File: src/rtl/sb_sh_scheduler_if.sv
// Word-wide data-memory port used by sb_sh_scheduler; master drives the request, slave answers.
interface sb_sh_scheduler_if #(
    parameter int unsigned ADDR_W = 32
);
    logic [ADDR_W-1:0] mem_address;
    logic              mem_read;
    logic              mem_write;
    logic [31:0]       mem_writedata;
    logic [31:0]       mem_readdata;
    logic              mem_waitrequest;

    modport master (
        output mem_address, mem_read, mem_write, mem_writedata,
        input  mem_readdata, mem_waitrequest
    );

    modport slave (
        input  mem_address, mem_read, mem_write, mem_writedata,
        output mem_readdata, mem_waitrequest
    );
endinterface

File: src/rtl/sb_sh_scheduler.sv
// Read-modify-write sequencer turning MIPS SB/SH into a word read, byte-lane merge and word write.
// Optional build macro SB_SH_ALIGN_CHECK_EN rejects SH with eff_addr[0]=1 through a one-cycle addr_err pulse.
module sb_sh_scheduler #(
    parameter int unsigned ADDR_W = 32
) (
    input  logic              clk,
    input  logic              reset,
    input  logic              i_instr_valid,
    input  logic [5:0]        i_op,
    input  logic [ADDR_W-1:0] i_eff_addr,
    input  logic [31:0]       i_store_data,
    sb_sh_scheduler_if.master mem,
    output logic              o_stall,
    output logic              o_busy,
    output logic              o_done,
    output logic              o_addr_err
);
    localparam logic [5:0] OP_SB = 6'b101000;
    localparam logic [5:0] OP_SH = 6'b101001;

    localparam logic [2:0] S_IDLE  = 3'd0;
    localparam logic [2:0] S_READ  = 3'd1;
    localparam logic [2:0] S_WRITE = 3'd2;
    localparam logic [2:0] S_DONE  = 3'd3;
    localparam logic [2:0] S_ERR   = 3'd4;

    logic [2:0]        r_state;
    logic              r_is_half;
    logic [1:0]        r_lane;
    logic [ADDR_W-1:0] r_word_addr;
    logic [15:0]       r_data;
    logic [31:0]       r_wdata;

    logic              w_start;
    logic              w_idle;
    logic              w_misalign;
    logic [31:0]       w_merged;
    logic              w_unused;

    assign w_start  = i_instr_valid && (i_op == OP_SB || i_op == OP_SH);
    assign w_idle   = (r_state == S_IDLE);
    assign w_unused = ^i_store_data[31:16];

`ifdef SB_SH_ALIGN_CHECK_EN
    assign w_misalign = w_start && (i_op == OP_SH) && i_eff_addr[0];
`else
    assign w_misalign = 1'b0;
`endif

    always_ff @(posedge clk) begin
        if (reset) begin
            r_state     <= S_IDLE;
            r_is_half   <= 1'b0;
            r_lane      <= 2'b00;
            r_word_addr <= '0;
            r_data      <= '0;
            r_wdata     <= '0;
        end else begin
            case (r_state)
                S_IDLE: begin
                    if (w_start) begin
                        if (w_misalign) begin
                            r_state <= S_ERR;
                        end else begin
                            r_is_half   <= (i_op == OP_SH);
                            r_lane      <= i_eff_addr[1:0];
                            r_word_addr <= {i_eff_addr[ADDR_W-1:2], 2'b00};
                            r_data      <= i_store_data[15:0];
                            r_state     <= S_READ;
                        end
                    end
                end
                S_READ: begin
                    // Merge at read capture so the write data is a stable register.
                    if (!mem.mem_waitrequest) begin
                        r_wdata <= w_merged;
                        r_state <= S_WRITE;
                    end
                end
                S_WRITE: begin
                    if (!mem.mem_waitrequest) begin
                        r_state <= S_DONE;
                    end
                end
                S_DONE, S_ERR: r_state <= S_IDLE;
                default:       r_state <= S_IDLE;
            endcase
        end
    end

    // SH lane uses bit 1 only, so an unchecked odd SH address lands on the aligned half.
    always_comb begin
        w_merged = mem.mem_readdata;
        if (r_is_half) begin
            if (r_lane[1]) w_merged[31:16] = r_data[15:0];
            else           w_merged[15:0]  = r_data[15:0];
        end else begin
            case (r_lane)
                2'd0:    w_merged[7:0]   = r_data[7:0];
                2'd1:    w_merged[15:8]  = r_data[7:0];
                2'd2:    w_merged[23:16] = r_data[7:0];
                default: w_merged[31:24] = r_data[7:0];
            endcase
        end
    end

    assign o_busy     = (r_state == S_READ) || (r_state == S_WRITE);
    assign o_stall    = (w_idle && w_start) || o_busy;
    assign o_done     = (r_state == S_DONE);
    assign o_addr_err = w_idle && w_misalign;

    assign mem.mem_read      = (r_state == S_READ);
    assign mem.mem_write     = (r_state == S_WRITE);
    assign mem.mem_address   = o_busy ? r_word_addr : '0;
    assign mem.mem_writedata = (r_state == S_WRITE) ? r_wdata : '0;
endmodule

File: src/flat_wrapper.sv
// flat-port wrapper written by rule: the top's interface ports become plain ports
module sb_sh_scheduler_flat 
#(
    parameter int unsigned ADDR_W = 32
)
  (clk, reset, i_instr_valid, i_op, i_eff_addr, i_store_data, o_stall, o_busy, o_done, o_addr_err, mem_mem_address, mem_mem_read, mem_mem_write, mem_mem_writedata, mem_mem_readdata, mem_mem_waitrequest);
  sb_sh_scheduler_if #(.ADDR_W(ADDR_W)) mem_i ();
  input  logic clk;
  input  logic reset;
  input  logic i_instr_valid;
  input  logic [5:0] i_op;
  input  logic [ADDR_W-1:0] i_eff_addr;
  input  logic [31:0] i_store_data;
  output logic o_stall;
  output logic o_busy;
  output logic o_done;
  output logic o_addr_err;
  output wire logic [$bits(mem_i.mem_address)-1:0] mem_mem_address;
  output wire logic [$bits(mem_i.mem_read)-1:0] mem_mem_read;
  output wire logic [$bits(mem_i.mem_write)-1:0] mem_mem_write;
  output wire logic [$bits(mem_i.mem_writedata)-1:0] mem_mem_writedata;
  input wire logic [$bits(mem_i.mem_readdata)-1:0] mem_mem_readdata;
  input wire logic [$bits(mem_i.mem_waitrequest)-1:0] mem_mem_waitrequest;
  assign mem_mem_address = mem_i.mem_address;
  assign mem_mem_read = mem_i.mem_read;
  assign mem_mem_write = mem_i.mem_write;
  assign mem_mem_writedata = mem_i.mem_writedata;
  assign mem_i.mem_readdata = mem_mem_readdata;
  assign mem_i.mem_waitrequest = mem_mem_waitrequest;
  sb_sh_scheduler #(.ADDR_W(ADDR_W)) u_core (.clk(clk), .reset(reset), .i_instr_valid(i_instr_valid), .i_op(i_op), .i_eff_addr(i_eff_addr), .i_store_data(i_store_data), .mem(mem_i), .o_stall(o_stall), .o_busy(o_busy), .o_done(o_done), .o_addr_err(o_addr_err));
endmodule
File: config.mk
export PLATFORM = sky130hd
export DESIGN_NAME = sb_sh_scheduler_flat
export DESIGN_NICKNAME = d
export VERILOG_FILES = /design/src/rtl/sb_sh_scheduler_if.sv /design/src/rtl/sb_sh_scheduler.sv /design/src/flat_wrapper.sv
export SDC_FILE = /design/constraint.sdc
export NUM_CORES = 1
export LEC_CHECK = 0
export ABC_AREA = 1
export CORE_ASPECT_RATIO = 0.9
export CORE_MARGIN = 1.5
export CORE_UTILIZATION = 46
export CTS_BUF_LIST = sky130_fd_sc_hd__clkbuf_4 sky130_fd_sc_hd__clkbuf_8
export CTS_CLUSTER_SIZE = 28
export DETAILED_ROUTE_END_ITERATION = 6
export GPL_TIMING_DRIVEN = 0
export PLACE_DENSITY = 0.8
export RECOVER_POWER = 50
export SETUP_SLACK_MARGIN = 0.2
export SLEW_MARGIN = 5
export SYNTH_ARGS = -nofsm -noshare
export SYNTH_HDL_FRONTEND = slang
export SYNTH_SLANG_ARGS = --single-unit
File: constraint.sdc
create_clock -name clk -period 1.78 [get_ports clk]
set_input_delay 0.267 -clock clk [delete_from_list [all_inputs] [get_ports clk]]
set_output_delay 0.267 -clock clk [all_outputs]
set_load 0.005 [all_outputs]
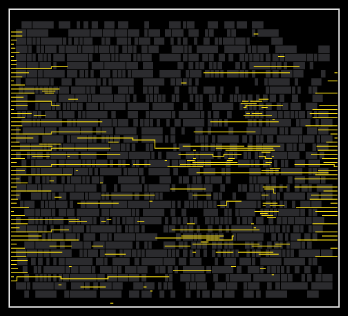
Run 1: the metal 3 layer
Drawn at 3 px/um. Cells faint in the background.
longest straight run	43.7 um
share of all routed wire	9.1%
wire length on this layer	1,530 um

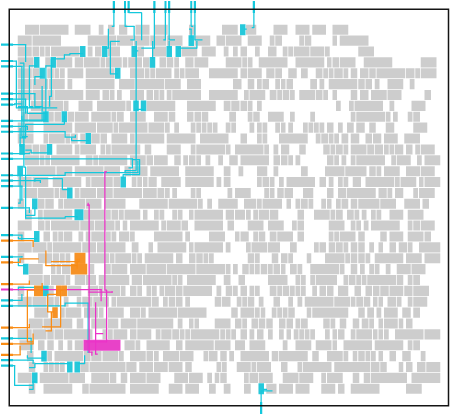
Run 1: I/O nets highlighted
Drawn at 4 px/um.
color	port	bits	direction	end cells	buffers	wire
orange	i_op	6	input	6	6	107 um
cyan	mem_mem_address	32	output	32	32	651 um
magenta	o_busy	1	output	1	3	134 um

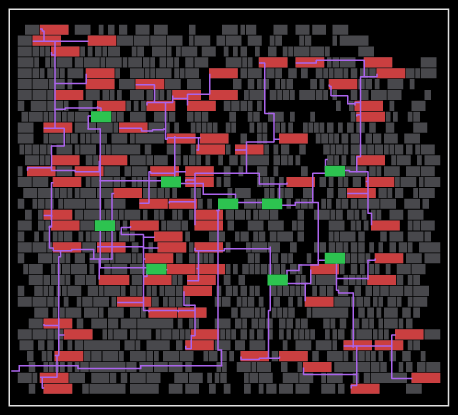
Run 1: clock network drawn from the DEF
Drawn at 4 px/um.
[purple] clock wires | length: 1,060 um
[red] flip-flops | count: 83
[green] clock-net drivers | count: 9
routed clock nets	10
flops lie	spread over the die

==> run 1: synth_stat cells (all sizes together) <==
cell	count	area (sq um)
a21oi	2	10.01
a31oi	16	100.1
buf	31	246.5
clkbuf	19	71.32
conb	1	3.750
dfxtp	83	1662
ha	5	62.56
inv	109	409.1
nand2	144	561.8
nand3	34	180.2
nand3b	1	7.510
nor2	178	700.7
o211ai	1	7.510
o21ai	130	658.1
o21bai	1	7.510
==> run 1: power by group <==
group,internal [mW],switching (mW)
Combinational,2.34,1.95
Clock,0.530,0.702
Sequential,2.06,0.160
Total,4.93,2.81
==> run 1: worst paths after layout <==
kind	to	slack (ps)	cells after the start
setup / recovery	mem_mem_writedata[27]	-110	8
hold / removal	u_core.r_data[8]	490	2
setup reg to reg	u_core.r_wdata[7]	40	9
hold reg to reg	u_core.r_data[8]	490	2
==> Changelog: implementation, run 1 <==
### Metrics

- Fin worst setup slack: -105.3 ps
- Register clock-pin slew on the reported worst setup and hold paths: around 90 ps
- Seq area share: between 20% and 30%
- Final non-clock buffer share: 31.84%
- Count of final setup violators: 41
- Status: finished with violations
- Yosys adder share: approximately 1.3%
- Failing checks: negative setup slack
- 1st-iter DRT viols: roughly 340
- Routed vias/inst: ~5.1
- Final wirelength: ~17,000 um
- Mapped Area: around 0.0047 sq mm
- Most numerous logic cell after layout: nor2_1
- Largest net degree at the start of global routing: 14
- Root buffer cell: clkbuf_8
- Slowest library cell on the worst path: dfxtp_2
- Core Util at FP: a little under half
- CTS Buf Count: 9
- Flip-flops: approximately 83
- Register Area: roughly 0.0017 sq mm
- Yosys simple share: 30.93%
- Final setup TNS: -2780 ps
- Logic area: 0.002674 sq mm
- Max reg flops: 32
- Yosys xor share: 0%
- Clock Path Buffers: 2
- Dpl cell area: between 0.006 and 0.007 sq mm
- CP Capture Type: output pin
- Late-Pin Clk Latency: between 300 and 400 ps
- GRT met3 Usage: under 10%
- Aoi/oai-family share of the synthesized area: 16.71%
- Via count: roughly 5,600
- CLK BUF: 10
- Number of well taps: ~130
- Main logic family: simple AND/OR/NAND/NOR gates
- Post-CTS Hold Buffers: 0
- Delay-heaviest family, CP: buffers and inverters
- Final Total Pwr: just under 8 mW
- RSZ-0062 raised after global routing: yes
- MaxCap Viol Count: 0
- Yosys stat chip area: about 0.0047 sq mm
- Worst path buffer plus inverter count: 6
- Number of gates resized after cts: 405
- Share of cells above drive strength 1: roughly 30%
- Fin crit share: 105.9%
- Biggest Area Class: combinational gates
- Largest Register: u_core.r_wdata
- Arr. time, crit path: ~1600 ps
- Worst R2R Start: u_core.r_state[0]
- Fill cells: roughly 740
- DR WL met3: 1531 um
- Post-layout util: between 70% and 80%
- Max layer used: met4
- Mux share: 0%
- Worst Min Path Start: u_core.r_data[8]
- Ys Warns: 0
- Met2 WL post-DR: 8377 um
- DIE AREA: ~0.011 sq mm
- Final Cell Area: about 0.0075 sq mm
- Tmin final: roughly 1900 ps
- Slew Limit Fails: 0
- Largest regs: u_core.r_wdata (32), u_core.r_word_addr (30), u_core.r_data (16)
- Synth flops: ~83
- Static Leak: 3.958 nW
- Count of tool warnings: about 48
- Hold Path Class: reg2reg
- Remaining DRCs: 0
- Worst-path fanout max: 8
- Worst-case vdd ir drop: roughly 1000 uV
- TritonCTS clock tree: yes
- Boundary Pins: roughly 180
- DRT antenna net count: 0
- # port buffers: 156
- Die Ht: between 90 and 100 um
- Synth Seq Share: ~35%
==> inputs of run 2 (changes only) <==
CAP_MARGIN = 5   (was unset)
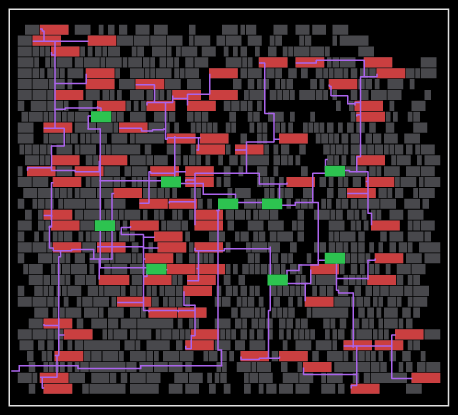
Run 2: clock network drawn from the DEF
Drawn at 4 px/um.
[green] clock-net drivers | count: 9
[red] flip-flops | count: 83
[purple] clock wires | length: 1,060 um
flops lie	spread over the die
routed clock nets	10

==> Changelog: implementation, run 2 <==
### Metrics

- Status: finished with violations
- Failing checks: negative setup slack
- Internal: 4.929 mW
- Yosys stat chip area: 0.004688 sq mm
- Via count: ~5,600
- Yosys simple share: 30.93%
- Flop+latch power: 2.22 mW
- Clock power share: between 10% and 20%
- Cell area leaders: dfxtp_1 35%, nor2_1 14%, o21ai_0 11%
- Largest Register: u_core.r_wdata
- 1st-iter DRT viols: 335
- Fin crit share: 105.9%
- Tmin final: approximately 1900 ps
- Count of tool warnings: about 48
- Mapped Area: between 0.004 and 0.005 sq mm
- Worst R2R Start: u_core.r_state[0]
- Boundary Pins: 176
- Met2 WL post-DR: approximately 8400 um
- Hold Path Class: reg2reg
- Logic area: 0.002674 sq mm
- Most instantiated cells after synthesis: 173 x nor2_1, 141 x nand2_1, 106 x o21ai_0, 105 x inv_1, 83 x dfxtp_1
- RSZ-0062 raised after global routing: yes
- Main logic family: simple AND/OR/NAND/NOR gates
- Die Ht: roughly 99 um
- Share of cells above drive strength 1: approximately 30%
- TritonCTS clock tree: yes
- Number of well taps: around 130
- Final non-clock buffer share: 31.84%
- Clock Path Buffers: 2
- R2R cell count: 9
- Worst-case vdd ir drop: 1048 uV
- Clock group: 1.23 mW
- Aoi/oai-family share of the synthesized area: 16.71%
- DRT antenna net count: 0
- Seq area share: 22.37%
- MaxCap Viol Count: 0
- Synth top area share: a little over a third
- Dpl cell area: 0.006415 sq mm
- Post-layout util: around three quarters
- WP depth: 8
- Max power group: combinational cells
- Final Total Pwr: approximately 7.7 mW
- GRT met3 Usage: 8.069%
- # port buffers: between 150 and 200
- Fin worst setup slack: -105.3 ps
- Root buffer cell: clkbuf_8
- Static Leak: ~4.0 nW
- Slowest library cell on the worst path: dfxtp_2
- Synth flops: a little over 80
- DIE AREA: 0.01081 sq mm
- Psw: approximately 2.8 mW
- Largest net degree at the start of global routing: 14
- Dominant register cell: dfxtp_1
- CLK BUF: 10
- Yosys adder share: 1.334%
- Synth async-reset ratio: 0%
- Final Cell Area: approximately 0.0075 sq mm
- Register clock-pin slew on the reported worst setup and hold paths: 90 ps
- Final wirelength: approximately 17,000 um
- Worst path buffer plus inverter count: 6
- Most frequent cell after synthesis: nor2_1
- Biggest Area Class: combinational gates
- Worst-path fanout max: 8
- Fill cells: between 700 and 800
- DR WL met3: 1531 um
- Largest regs: u_core.r_wdata (32), u_core.r_word_addr (30), u_core.r_data (16)
- Most numerous logic cell after layout: nor2_1
- Yosys xor share: 0%
- Flip-flops: about 83
- Number of gates resized after cts: about 410
- Count of final setup violators: between 40 and 50
- Max reg flops: 32
- EDFF count, synth: 0
- Combinational power share: ~55%
- Synth Seq Share: a little over a third
- Power share of the sequential group: about 29%
-- run 2: worst min-delay path by stage --
stage | start | endpoint | slack [ps] | cells after the start
floorplan | i_eff_addr[27] | u_core.r_word_addr[27] | 400 | 2
global placement | u_core.r_word_addr[21] | u_core.r_word_addr[21] | 460 | 2
detailed placement | u_core.r_word_addr[2] | u_core.r_word_addr[2] | 470 | 2
CTS | u_core.r_word_addr[2] | u_core.r_word_addr[2] | 490 | 2
global route | u_core.r_data[10] | u_core.r_data[10] | 520 | 2
finish | u_core.r_data[8] | u_core.r_data[8] | 490 | 2
-- run 2: worst register-to-register path: stages (launching register included) --
cell and delay (ps):
dfxtp_4 370, buf_4 160, ha_4 170, inv_1 60
nor2_4 90, clkbuf_2 290, buf_6 200, o21ai_1 70
nor2_1 170, nor2_1 50
==> inputs of run 3 (changes only) <==
==> constraint.sdc (replaced) <==
create_clock -name clk -period 1.78 [get_ports clk]
set_input_delay 0.356 -clock clk [delete_from_list [all_inputs] [get_ports clk]]
set_output_delay 0.356 -clock clk [all_outputs]
set_load 0.005 [all_outputs]
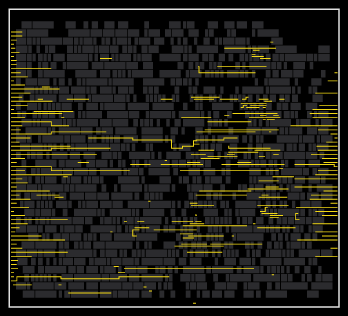
Run 3: the metal 3 layer
Drawn at 3 px/um. Cells faint in the background.
via count: 5,723
GRT met3 Usage: 7.540%
final wirelength: 17,110 um

==> Changelog: implementation, run 3 <==
### Metrics

- Status: finished with violations
- Failing checks: negative setup slack
- Fill cells: roughly 700
- Synth top area share: between 30% and 40%
- CTS Buf Count: 9
- Initial antenna violation count: 0
- Met2 WL post-DR: 8437 um
- Remaining DRCs: 0
- Count of tool warnings: 48
- WP depth: 8
- CP endpoint: mem_mem_address[2]
- DIE AREA: around 0.011 sq mm
- Final Cell Area: ~0.0076 sq mm
- Root buffer cell: clkbuf_8
- Largest Register: u_core.r_wdata
- Routed vias/inst: 5.179
- Most frequent cell after synthesis: nor2_1
- RSZ-0062 raised after global routing: yes
- Synth async-reset ratio: 0%
- Biggest Area Class: combinational gates
- Core Util at FP: a little under half
- Largest net degree at the start of global routing: 14
- Clock group: ~1.3 mW
- Aoi/oai-family share of the synthesized area: 16.71%
- Yosys adder share: 1.334%
- CP Capture Type: output pin
- CLK BUF: 10
- Count of final setup violators: 62
- Tmin final: around 2000 ps
- Slew Limit Fails: 0
- DRT antenna net count: 0
- Fin crit share: 111.8%
- Largest regs: u_core.r_wdata (32), u_core.r_word_addr (30), u_core.r_data (16)
- Clock Path Buffers: 2
- Internal: between 5 and 6 mW
- EDFF count, synth: 0
- Die Ht: about 99 um
- Vias in the first global route: approximately 5,500
- R2R cell count: 9
- Hold Path Class: reg2reg
- Clock power share: 15.8%
- Cell area leaders: dfxtp_1 35%, nor2_1 14%, o21ai_0 11%
- Share of cells above drive strength 1: a little under a third
- Area leader, netlist: dfxtp_1
- Slowest library cell on the worst path: dfxtp_2
- Final Total Pwr: between 7 and 8 mW
- Most instantiated cells after synthesis: 173 x nor2_1, 141 x nand2_1, 106 x o21ai_0, 105 x inv_1, 83 x dfxtp_1
- Mux share: 0%
- Main logic family: simple AND/OR/NAND/NOR gates
- Psw: around 2.9 mW
- Final non-clock buffer share: 32.83%
- Worst-path fanout max: 5
- Max power group: combinational cells
- Gp weighted congestion: 0.9420
- Synth Seq Share: about 35%
- Register clock-pin slew on the reported worst setup and hold paths: approximately 90 ps
- Worst Min Path Start: u_core.r_data[8]
- Worst R2R End: u_core.r_state[1]
- Mapped Area: roughly 0.0047 sq mm
- Post-layout util: 77.25%
- Static Leak: 3.962 nW
- Worst path buffer plus inverter count: 6
- Post-CTS Hold Buffers: 0
- Sw Share: between 30% and 40%
- Logic area: between 0.002 and 0.003 sq mm
- Combinational power share: between 50% and 60%
- Flip-flops: roughly 83
- Late-Pin Clk Latency: 360 ps
- Max reg flops: 32
- # port buffers: between 150 and 200
- Dpl cell area: ~0.0064 sq mm
- MaxCap Viol Count: 0
- Dominant register cell: dfxtp_1
- Seq area share: ~22%
- Fin worst setup slack: -210.7 ps
- Yosys xor share: 0%
- Delay-heaviest family, CP: buffers and inverters
- Synth flops: just over 80
- Arr. time, crit path: 1630 ps
- Ys Warns: 0
- Comb pwr: 4.47 mW
- Worst R2R Start: u_core.r_state[1]
- Most numerous logic cell after layout: nor2_1
- Flop2flop setup slack: approximately 170 ps
- Clk_skew: 6.949 ps
-- run 3: cell counts after synthesis --
Identical to the previous run, type by type.
-- run 3: worst reg2reg max path: stages, from the launching register on --
cell	delay [ps]
dfxtp_2	340
buf_6	120
ha_4	170
buf_12	150
buf_4	140
buf_6	120
o21ai_4	160
nand3_1	130
nand2_1	110
nor2_1	60
-- run 3: worst min-delay path by stage --
stage	end	cells after the start
floorplan	u_core.r_word_addr[31]	2
global placement	u_core.r_word_addr[21]	2
detailed placement	u_core.r_word_addr[2]	2
CTS	u_core.r_word_addr[2]	2
global route	u_core.r_data[10]	2
finish	u_core.r_data[8]	2
-- run 3: timing repair --
action                                  4_1_cts  5_1_grt
cloned                                        5        0
endpoints found under the setup margin       92      131
pin swaps                                    31       16
resized                                     406      156
buffers inserted                             39        8
Power and IR drop assume default switching activity.
